`src/rtl/mc_bus_interface_pkg.sv`:
```
// Shared constants for the MCU bus bridge: bus addresses, status bit layout and FSM encoding.
package mc_bus_interface_pkg;

  localparam logic [5:0] MC_ADD_DATA   = 6'h00;
  localparam logic [5:0] MC_ADD_CMD    = 6'h01;
  localparam logic [5:0] MC_ADD_STATUS = 6'h3F;

  localparam int STAT_FULL  = 0;
  localparam int STAT_EMPTY = 1;
  localparam int STAT_OVF   = 2;
  localparam int STAT_UNF   = 3;

  typedef enum logic [1:0] {
    ST_IDLE      = 2'd0,
    ST_WRITE     = 2'd1,
    ST_READ      = 2'd2,
    ST_READ_DONE = 2'd3
  } mc_state_e;

endpackage

```
`src/rtl/mc_sync.sv`:
```
// N-stage synchroniser for an asynchronous active-low strobe; resets to 1 so the bus looks idle.
module mc_sync #(
  parameter int STAGES = 2
) (
  input  logic clock,
  input  logic reset,
  input  logic d,
  output logic q
);

  logic [STAGES-1:0] sync_q;
  logic [STAGES-1:0] sync_d;

  always_comb begin
    sync_d = {sync_q[STAGES-2:0], d};
  end

  always_ff @(posedge clock) begin
    if (reset) sync_q <= '1;
    else       sync_q <= sync_d;
  end

  assign q = sync_q[STAGES-1];

endmodule

```
`src/rtl/mc_bus_interface.sv`:
```
// Bridges the MCU asynchronous memory bus into the clock domain: writes become FIFO pushes or
// register writes, reads are served from the output FIFO, the register file or the status word.
//
// state        | meaning
// ST_IDLE      | waiting for a qualified we/oe falling edge
// ST_WRITE     | we asserted; act once on its rising edge
// ST_READ      | driving mc_data; read word frozen once loaded
// ST_READ_DONE | oe released; one cycle gap before the next access
module mc_bus_interface
  import mc_bus_interface_pkg::*;
#(
  parameter int MC_DATA_WIDTH = 16,
  parameter int MC_ADD_WIDTH  = 6,
  parameter int SYNC_STAGES   = 2
) (
  input  logic                     clock,
  input  logic                     reset,
  input  logic                     mc_ce,
  input  logic                     mc_we,
  input  logic                     mc_oe,
  input  logic [MC_ADD_WIDTH-1:0]  mc_add,
  input  logic [MC_DATA_WIDTH-1:0] mc_data_in,
  output logic [MC_DATA_WIDTH-1:0] mc_data_out,
  output logic                     mc_data_oe,
  output logic                     fifo_in_push,
  output logic [MC_DATA_WIDTH-1:0] fifo_in_data,
  output logic                     fifo_in_cmd,
  input  logic                     fifo_in_full,
  output logic                     fifo_out_pop,
  input  logic [MC_DATA_WIDTH-1:0] fifo_out_data,
  input  logic                     fifo_out_empty,
  output logic                     reg_wr_en,
  output logic [MC_ADD_WIDTH-1:0]  reg_wr_add,
  output logic [MC_DATA_WIDTH-1:0] reg_wr_data,
  output logic [MC_ADD_WIDTH-1:0]  reg_rd_add,
  input  logic [MC_DATA_WIDTH-1:0] reg_rd_data,
  output logic                     overflow,
  output logic                     underflow
);

  localparam logic [MC_ADD_WIDTH-1:0] ADD_DATA   = MC_ADD_WIDTH'(MC_ADD_DATA);
  localparam logic [MC_ADD_WIDTH-1:0] ADD_CMD    = MC_ADD_WIDTH'(MC_ADD_CMD);
  localparam logic [MC_ADD_WIDTH-1:0] ADD_STATUS = MC_ADD_WIDTH'(MC_ADD_STATUS);

  logic ce_s, we_s, oe_s;
  logic we_prev_q, oe_prev_q;
  logic we_fall, we_rise, oe_fall, oe_rise;

  logic [MC_ADD_WIDTH-1:0]  add_pipe_q  [SYNC_STAGES];
  logic [MC_DATA_WIDTH-1:0] data_pipe_q [SYNC_STAGES];
  logic [MC_ADD_WIDTH-1:0]  add_s;
  logic [MC_DATA_WIDTH-1:0] data_s;

  mc_state_e state_q, state_d;
  logic rd_loaded_q, rd_loaded_d;
  logic pop_due_q, pop_due_d;

  logic [MC_DATA_WIDTH-1:0] mc_data_out_q, mc_data_out_d;
  logic                     mc_data_oe_q, mc_data_oe_d;
  logic                     fifo_in_push_q, fifo_in_push_d;
  logic [MC_DATA_WIDTH-1:0] fifo_in_data_q, fifo_in_data_d;
  logic                     fifo_in_cmd_q, fifo_in_cmd_d;
  logic                     fifo_out_pop_q, fifo_out_pop_d;
  logic                     reg_wr_en_q, reg_wr_en_d;
  logic [MC_ADD_WIDTH-1:0]  reg_wr_add_q, reg_wr_add_d;
  logic [MC_DATA_WIDTH-1:0] reg_wr_data_q, reg_wr_data_d;
  logic                     overflow_q, overflow_d;
  logic                     underflow_q, underflow_d;

  logic [MC_DATA_WIDTH-1:0] status_word;
  logic [MC_DATA_WIDTH-1:0] rd_word;

  mc_sync #(.STAGES(SYNC_STAGES)) u_sync_ce (.clock(clock), .reset(reset), .d(mc_ce), .q(ce_s));
  mc_sync #(.STAGES(SYNC_STAGES)) u_sync_we (.clock(clock), .reset(reset), .d(mc_we), .q(we_s));
  mc_sync #(.STAGES(SYNC_STAGES)) u_sync_oe (.clock(clock), .reset(reset), .d(mc_oe), .q(oe_s));

  // Address/data ride a pipeline as deep as the strobe synchronisers so both sample the same instant.
  always_ff @(posedge clock) begin
    if (reset) begin
      for (int i = 0; i < SYNC_STAGES; i++) begin
        add_pipe_q[i]  <= '0;
        data_pipe_q[i] <= '0;
      end
    end else begin
      add_pipe_q[0]  <= mc_add;
      data_pipe_q[0] <= mc_data_in;
      for (int i = 1; i < SYNC_STAGES; i++) begin
        add_pipe_q[i]  <= add_pipe_q[i-1];
        data_pipe_q[i] <= data_pipe_q[i-1];
      end
    end
  end

  assign add_s  = add_pipe_q[SYNC_STAGES-1];
  assign data_s = data_pipe_q[SYNC_STAGES-1];

  assign we_fall = we_prev_q & ~we_s;
  assign we_rise = ~we_prev_q & we_s;
  assign oe_fall = oe_prev_q & ~oe_s;
  assign oe_rise = ~oe_prev_q & oe_s;

  always_comb begin
    status_word             = '0;
    status_word[STAT_FULL]  = fifo_in_full;
    status_word[STAT_EMPTY] = fifo_out_empty;
    status_word[STAT_OVF]   = overflow_q;
    status_word[STAT_UNF]   = underflow_q;
    if (add_s == ADD_DATA)        rd_word = fifo_out_empty ? '0 : fifo_out_data;
    else if (add_s == ADD_STATUS) rd_word = status_word;
    else                          rd_word = reg_rd_data;
  end

  always_comb begin
    state_d        = state_q;
    rd_loaded_d    = rd_loaded_q;
    pop_due_d      = pop_due_q;
    mc_data_out_d  = mc_data_out_q;
    mc_data_oe_d   = mc_data_oe_q;
    fifo_in_push_d = 1'b0;
    fifo_in_data_d = fifo_in_data_q;
    fifo_in_cmd_d  = fifo_in_cmd_q;
    fifo_out_pop_d = 1'b0;
    reg_wr_en_d    = 1'b0;
    reg_wr_add_d   = reg_wr_add_q;
    reg_wr_data_d  = reg_wr_data_q;
    overflow_d     = overflow_q;
    underflow_d    = underflow_q;

    case (state_q)
      ST_IDLE: begin
        mc_data_oe_d = 1'b0;
        rd_loaded_d  = 1'b0;
        // A simultaneous we/oe fall is treated as a write.
        if (!ce_s && we_fall) begin
          state_d = ST_WRITE;
        end else if (!ce_s && oe_fall) begin
          state_d      = ST_READ;
          mc_data_oe_d = 1'b1;
          pop_due_d    = (add_s == ADD_DATA) && !fifo_out_empty;
        end
      end

      ST_WRITE: begin
        if (ce_s) begin
          state_d = ST_IDLE;
        end else if (we_rise) begin
          state_d = ST_IDLE;
          if (add_s == ADD_STATUS) begin
            overflow_d  = 1'b0;
            underflow_d = 1'b0;
          end else if (add_s == ADD_DATA || add_s == ADD_CMD) begin
            if (fifo_in_full) begin
              overflow_d = 1'b1;
            end else begin
              fifo_in_push_d = 1'b1;
              fifo_in_data_d = data_s;
              fifo_in_cmd_d  = (add_s == ADD_CMD);
            end
          end else begin
            reg_wr_en_d   = 1'b1;
            reg_wr_add_d  = add_s;
            reg_wr_data_d = data_s;
          end
        end
      end

      ST_READ: begin
        if (ce_s) begin
          state_d      = ST_IDLE;
          mc_data_oe_d = 1'b0;
        end else if (oe_rise) begin
          state_d        = ST_READ_DONE;
          mc_data_oe_d   = 1'b0;
          fifo_out_pop_d = pop_due_q;
        end else if (!rd_loaded_q) begin
          rd_loaded_d   = 1'b1;
          mc_data_out_d = rd_word;
          if (add_s == ADD_DATA && fifo_out_empty) underflow_d = 1'b1;
        end
      end

      ST_READ_DONE: begin
        state_d = ST_IDLE;
      end

      default: begin
        state_d      = ST_IDLE;
        mc_data_oe_d = 1'b0;
      end
    endcase
  end

  always_ff @(posedge clock) begin
    if (reset) begin
      state_q        <= ST_IDLE;
      we_prev_q      <= 1'b1;
      oe_prev_q      <= 1'b1;
      rd_loaded_q    <= 1'b0;
      pop_due_q      <= 1'b0;
      mc_data_out_q  <= '0;
      mc_data_oe_q   <= 1'b0;
      fifo_in_push_q <= 1'b0;
      fifo_in_data_q <= '0;
      fifo_in_cmd_q  <= 1'b0;
      fifo_out_pop_q <= 1'b0;
      reg_wr_en_q    <= 1'b0;
      reg_wr_add_q   <= '0;
      reg_wr_data_q  <= '0;
      overflow_q     <= 1'b0;
      underflow_q    <= 1'b0;
    end else begin
      state_q        <= state_d;
      we_prev_q      <= we_s;
      oe_prev_q      <= oe_s;
      rd_loaded_q    <= rd_loaded_d;
      pop_due_q      <= pop_due_d;
      mc_data_out_q  <= mc_data_out_d;
      mc_data_oe_q   <= mc_data_oe_d;
      fifo_in_push_q <= fifo_in_push_d;
      fifo_in_data_q <= fifo_in_data_d;
      fifo_in_cmd_q  <= fifo_in_cmd_d;
      fifo_out_pop_q <= fifo_out_pop_d;
      reg_wr_en_q    <= reg_wr_en_d;
      reg_wr_add_q   <= reg_wr_add_d;
      reg_wr_data_q  <= reg_wr_data_d;
      overflow_q     <= overflow_d;
      underflow_q    <= underflow_d;
    end
  end

  assign mc_data_out  = mc_data_out_q;
  assign mc_data_oe   = mc_data_oe_q;
  assign fifo_in_push = fifo_in_push_q;
  assign fifo_in_data = fifo_in_data_q;
  assign fifo_in_cmd  = fifo_in_cmd_q;
  assign fifo_out_pop = fifo_out_pop_q;
  assign reg_wr_en    = reg_wr_en_q;
  assign reg_wr_add   = reg_wr_add_q;
  assign reg_wr_data  = reg_wr_data_q;
  assign reg_rd_add   = add_s;
  assign overflow     = overflow_q;
  assign underflow    = underflow_q;

endmodule
```
`config.mk`:
```
export PLATFORM = sky130hd
export DESIGN_NAME = mc_bus_interface
export DESIGN_NICKNAME = d
export VERILOG_FILES = /design/src/rtl/mc_bus_interface_pkg.sv /design/src/rtl/mc_sync.sv /design/src/rtl/mc_bus_interface.sv
export SDC_FILE = /design/constraint.sdc
export NUM_CORES = 1
export LEC_CHECK = 0
export CAP_MARGIN = 20
export CORE_ASPECT_RATIO = 0.5
export CORE_MARGIN = 2
export CORE_UTILIZATION = 42
export DETAILED_ROUTE_END_ITERATION = 16
export PLACE_DENSITY = 0.76
export SYNTH_ARGS = -nofsm -noshare
export SYNTH_HDL_FRONTEND = slang
export SYNTH_SLANG_ARGS = --single-unit
```
`constraint.sdc`:
```
create_clock -name clock -period 2 [get_ports clock]
set_input_delay 0.4 -clock clock [delete_from_list [all_inputs] [get_ports clock]]
set_output_delay 0.4 -clock clock [all_outputs]
set_load 0.02 [all_outputs]
```
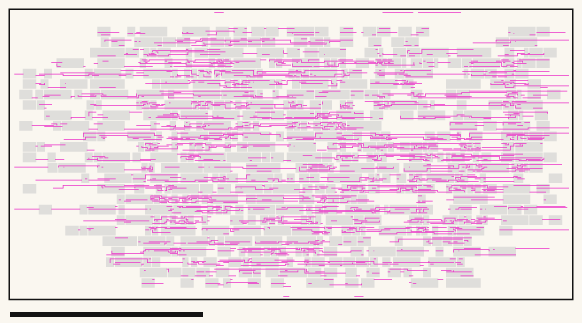
Fig. 1. M1 wires.
Bar = 50 um. Cells faint in the background.
main direction = horizontal
nets with wire on the layer = 578

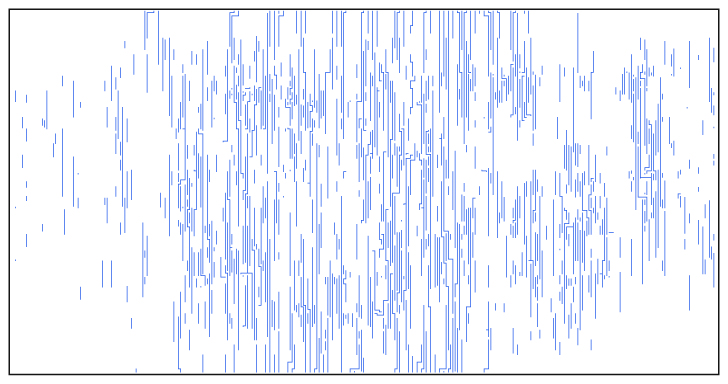
Fig. 2. Metal 2.
wire length on this layer = 5400 um
nets with wire on the layer = 525
longest straight run = 46.4 um
share of all routed wire = 48%
main direction = vertical

==> impl_table.tex <==
% Table of physical implementation metrics
\begin{tabular}{lr}
\hline
Metric & Value \\
\hline
\multicolumn{2}{l}{\textbf{Synth}} \\
\quad Yosys warning total & 0 \\
\quad Synthesis-stage register bit count & 117 \\
\quad Main area contributors & dfxtp\_1, nor2b\_1, a21oi\_1, nand3\_1, o21ai\_0 \\
\quad Top-count cell post-synth & dfxtp\_1 \\
\quad Commonest cells in the synthesized netlist & dfxtp\_1, a21oi\_1, nor2b\_1 \\
\quad Most area-hungry cell type in the Yosys netlist & dfxtp\_1 \\
\quad Async S/R FF share, synth & 0 \\
\quad Count of instantiated cells in the yosys netlist & 444 \\
\quad Share of the synthesized area in the top cell type & 0.5534 \\
\quad Number of cells produced by synthesis & 444 \\
\quad Yosys cell types & 43 \\
\quad Syn Area/Cell & 9.533 um2 \\
\multicolumn{2}{l}{\textbf{Run}} \\
\quad Total of max-cap violations & 0 \\
\quad Number of warnings the tools reported & 26 \\
\multicolumn{2}{l}{\textbf{STA}} \\
\quad Least-Margin Pin Slew & 0.5318 ns \\
\quad Normalized max-slew margin & 0.6455 \\
\quad Fin Clk Skew & 0.005175 ns \\
\quad Final tally of setup violations & 0 \\
\quad Worst setup slack after layout & 0.1070 ns \\
\multicolumn{2}{l}{\textbf{Detailed routing}} \\
\quad Final antenna-violating net count & 0 \\
\quad Vias & 3736 \\
\quad Wl on met1 & 5.042 mm \\
\quad Amount of wire on met2 after detailed routing & 5.402 mm \\
\multicolumn{2}{l}{\textbf{Cells and area}} \\
\quad Layout cell share with drive strength beyond 1 & 0.1263 \\
\quad Dominant logic cell type in the layout & clkdlybuf4s50\_1 \\
\quad Antenna fix cells & 0 \\
\multicolumn{2}{l}{\textbf{Place}} \\
\quad Worst slack at placement & 0.2013 ns \\
\quad Cell total after placement & 689 \\
\quad Final weighted congestion in routability-driven placement & 0.7864 \\
\multicolumn{2}{l}{\textbf{Status}} \\
\quad Outcome & finished clean \\
\multicolumn{2}{l}{\textbf{Power}} \\
\quad Total power after layout & 5.540 mW \\
\multicolumn{2}{l}{\textbf{Floorplanning}} \\
\quad Core utilization at floorplan & 0.4408 \\
\multicolumn{2}{l}{\textbf{Global route}} \\
\quad Global-route wire length before repair & 18.14 mm \\
\quad Pin count of the biggest net entering global routing & 52 \\
\quad Number of antenna violations at the first check in global routing & 0 \\
\multicolumn{2}{l}{\textbf{Worst hold path}} \\
\quad Startpoint of the most critical hold path & u\_sync\_we.sync\_q[0] \\
\quad Terminating pin of the worst hold path & u\_sync\_we.sync\_q[1] \\
\multicolumn{2}{l}{\textbf{Worst setup path}} \\
\quad Critical path startpoint category & register \\
\quad Largest fanout of any net on the critical path & 8 \\
\quad Slack of the worst reg-to-reg path & 0.18 ns \\
\quad Ordered cell list for the critical path & clkdlybuf4s50\_1 \\
\quad Worst Setup EP & reg\_rd\_add[1] \\
\quad Setup CP Type & reg -> out \\
\multicolumn{2}{l}{\textbf{CTS}} \\
\quad CTS Buffer Depth & 2 \\
\quad H-tree level count & 4 \\
\hline
\end{tabular}
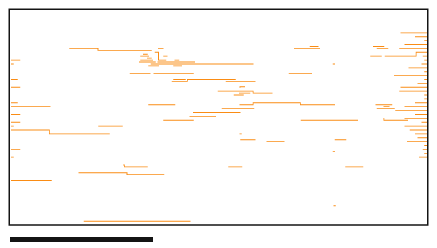
Fig. 3. Metal 3.
Bar = 50 um.
wire length on this layer = 713 um
main direction = horizontal
nets with wire on the layer = 74

cell families after synthesis:
family	after synthesis	synth area share
and+or+nand+nor	140	0.1954
AOI/OAI and AO/OA	138	0.1927
buffers and inverters	48	0.05616
muxes	1	0.002365
DFF	117	0.5534
state kept, by name (all words and copies together) (netlist names):
register and cells:
u_sync_oe.sync_q 2, rd_loaded_q 1, data_pipe_q 32, fifo_in_cmd 1, fifo_in_push 1, underflow 1, add_pipe_q 12, mc_data_out 16
mc_data_oe 1, state_q 2, pop_due_q 1, reg_wr_en 1, oe_prev_q 1, u_sync_ce.sync_q 2, u_sync_we.sync_q 2, reg_wr_data 16
fifo_in_data 16, overflow 1, reg_wr_add 6, we_prev_q 1, fifo_out_pop 1
layer usage:
| layer | vias up | GRT usage |
|---|---|---|
| met2 | 151 | 0.3496 |
| li1 | 1832 | - |
| met3 | 17 | 0.05939 |
| met1 | 1736 | 0.2727 |
| met4 | 0 | 0.08954 |
| met5 | - | 0 |
cell type report:
| cell class | count | area, um2 | area share |
|---|---|---|---|
| sequential | 117 | 2344 | 0.3771 |
| multi-input combinational | 279 | 1658 | 0.2668 |
| timing repair buffer | 151 | 1460 | 0.2350 |
| clock buffer | 17 | 425.4 | 0.06845 |
| tap | 135 | 168.9 | 0.02718 |
| clock inverter | 15 | 132.6 | 0.02134 |
| inverter | 7 | 26.28 | 0.004228 |
repair_timing:
item / CTS / global route
hold buffers: 0 / 0
resized: 2 / 0
setup endpoints to repair: 2 / 0
power breakdown:
group | internal, mW | switching (mW)
Clock | 1.70 | 1.11
Combinational | 0.186 | 0.140
Sequential | 2.38 | 0.0226
Power figures rest on the tool's default switching activity, not on a simulated workload.
